Design serial_adder_ctrl, sky130hd; sources not shown.
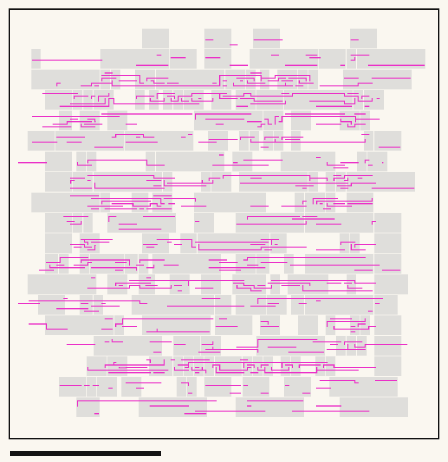
layer_met1.png
Scale bar: 20 um.
177 nets have wire on it. The longest straight run is 18.4 um.
via count: 1104
Detailed Route WL: 2.88 mm
met1 usage: 24.4%

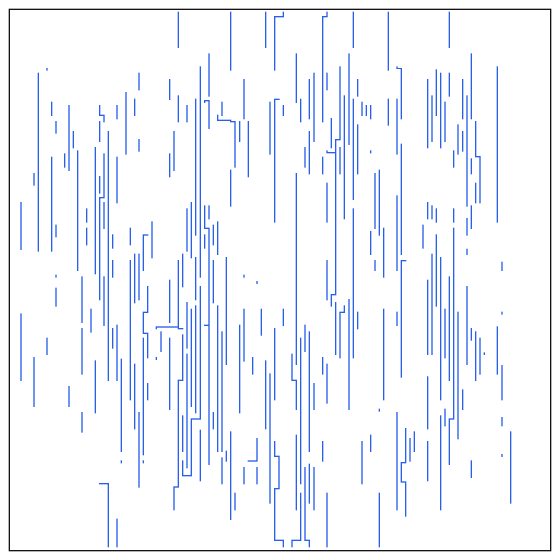
layer_met2.png
The longest straight run is 26.2 um. 168 nets have wire on it.
met2 global-route usage: 31.4%

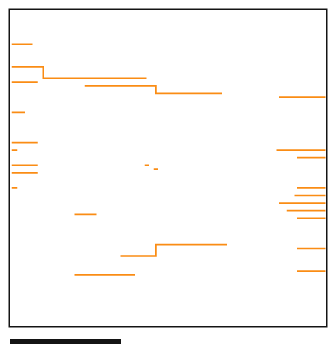
layer_met3.png
Scale bar: 20 um.
The longest straight run is 18.4 um. 22 nets have wire on it. The wires run mostly horizontal. The layer carries 172 um of wire. The layer holds 6.0% of the routed length.
grt met3 use: 7.37%

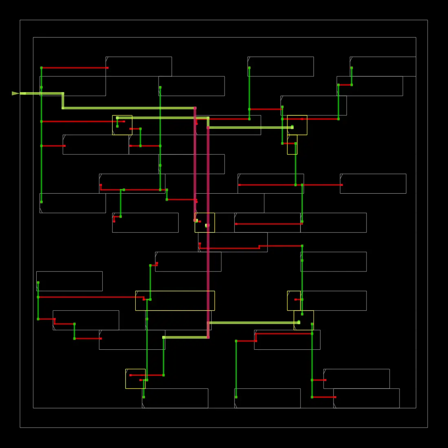
clocks.png
Clk. pwr: 0.000606 W
Late-Pin Clk Latency: 0.34 ns
clock buffer count: 6
Max Clock Skew: 0.0140 ns
clock sinks: 32

==> flow_metrics.py <==
# Metrics from the implementation run
metrics = {
    "synthesis": {
        "yosysCellCount": 142,
        "common_cells": "nand2_1 (61), dfrtp_1 (32), a22oi_1 (15)",
        "top_cell_area_share_pct": 57.6,
        "yosys_area_um2": 1390,
        "yosysUniqueCellTypes": 24,
        "ys_sh_xor_pct": 0,
        "ys.flops": 32,
        "synthTopLogicFamily": "simple AND/OR/NAND/NOR gates",
        "synth_area_um2": 1390,
        "async_reset_ff_share_pct": 100,
        "yosysMostFrequentCell": "nand2_1",
        "synth-simple-area-share_pct": 21.1,
        "syn-instance-count": 142,
        "mux_share_pct": 1.80,
        "synth_adder_area_share_pct": 2.34,
        "syn-mean-instance-area_um2": 9.79,
        "edf_count": 0,
        "ys_seq_share_pct": 57.6,
        "ff_type": "dfrtp_1",
        "yosys.area.top_type": "dfrtp_1",
        "synth_warnings": 0,
        "ys_sh_aoi_pct": 12.3,
        "top_cells_by_area": "dfrtp_1 (58%), nand2_1 (16%), a22oi_1 (8.1%), buf_4 (2.2%), buf_2 (1.4%)",
    },
    "route": {
        "met3WireLength_um": 172,
        "drt-initial-drc-count": 31,
        "wl_met1_mm": 1.30,
        "highest_layer": "met4",
        "wl_met2_mm": 1.37,
        "via_per_inst": 5.13,
        "ant_nets": 0,
        "firstDrtPassIters": 4,
        "drc_errors": 0,
        "wl_per_cell_um": 13.4,
    },
    "final_layout": {
        "comb_share_pct": 28.6,
        "fin_util_pct": 67.5,
        "final_area_um2": 1860,
        "buffer_area_share_pct": 21.3,
        "seq_share_pct": 43.2,
        "lay_top_count": "nand2_1",
        "fillers": 226,
        "syn_to_final_growth_pct": 33.8,
        "final-comb-area_um2": 533,
        "logic_gate_count": 99,
        "drive_gt1_share_pct": 13.6,
        "diodes": 0,
        "seq_cells": 32,
        "clock_area_share_pct": 4.10,
        "nets": 206,
        "largest_class": "sequential cells",
        "regArea_um2": 803,
        "final_cell_count_no_fill": 215,
        "final_cell_mix": "nand2_1 (61), dfrtp_1 (30), clkdlybuf4s50_1 (29), a22oi_1 (15), buf_4 (10)",
        "layout.non_clock_inverters": 3,
        "nNonClkBuffers": 42,
    },
    "worst_setup_path": {
        "required_ns": 1.44,
        "reg2reg_slack_ns": 0.26,
        "critical_path.max_stage_delay_ns": 0.43,
        "end_kind": "output pin",
        "critical_path_buf_inv_count": 3,
        "cp.depth": 4,
        "slowest_stage": "dfrtp_2",
        "crit_type": "reg2out",
        "cp-start-kind": "flip-flop",
        "crit_fanout": 4,
        "cp_top_family": "buffers and inverters",
        "rr_worst_depth": 4,
        "worstPathCellList": "buf_4 > nand2b_4 > inv_4 > dlygate4sd2_1",
        "crit_arrival_ns": 1.27,
    },
    "global_route": {
        "grt-busiest-layer": "met2",
        "grt_pass1_wl_mm": 4.77,
        "grt_overflow_total": 0,
        "grt_antenna_before_repair": 0,
        "grt_max_degree": 33,
        "grt_pass1_vias": 1078,
        "track_usage_pct": 19.7,
    },
    "placed_design": {
        "placed_cell_area_um2": 1750,
        "numPortBuffers": 32,
        "dp_slack_ns": 0.144,
        "gp_routability_congestion": 0.760,
        "dpl.hpwl_mm": 1.98,
        "placed_cells": 204,
    },
    "sta": {
        "drv_slew": 0,
        "whs_ns": 0.194,
        "fmax_ghz": 0.701,
        "tns_ns": 0,
        "period_used_pct": 89.2,
        "setup_violations": 0,
        "final.setup.worst_slack_ns": 0.173,
        "fin_crit_ns": 1.43,
        "rsz0062_at_grt": "no",
        "hold_violations": 0,
    },
    "status": {
        "status": "complete, no violations",
    },
    "pwr": {
        "powerComb_w": 0.00129,
        "leakage_nw": 0.951,
        "p_seq_share_pct": 41.7,
        "switchingPower_w": 0.00113,
        "top_power_group": "sequential cells",
        "p_seq_w": 0.00136,
        "switching_share_pct": 34.6,
        "vdd_ir_drop_max_mv": 1.30,
        "power.total_w": 0.00325,
        "p_int_w": 0.00213,
        "combPwrFrac_pct": 39.7,
        "powerDensity_nw_per_um2": 1750,
        "p_clk_share_pct": 18.6,
    },
    "clock_network": {
        "numCtsBuffers": 5,
        "clock_path_buffers": 2,
        "cts_resized": 4,
        "htreeDepth": 2,
        "tritoncts": "built",
        "cts_hold_buf": 0,
        "clkTransAtPathRegs_ns": 0.11,
        "cts_setup_buffers": 3,
        "cts-root-buf": "clkbuf_4",
    },
    "worst_hold_path": {
        "hp-class": "in2async",
    },
    "job": {
        "tool_warnings": 25,
        "drv_cap": 0,
    },
    "die": {
        "rows": 19,
        "chipArea_um2": 3230,
        "die_x_um": 56.8,
        "pin_count": 34,
        "n_tap_cell": 31,
        "initial_core_util_pct": 50.4,
        "die_y_um": 56.8,
        "coreArea_um2": 2760,
    },
}
Power figures rest on the tool's default switching activity, not on a simulated workload.
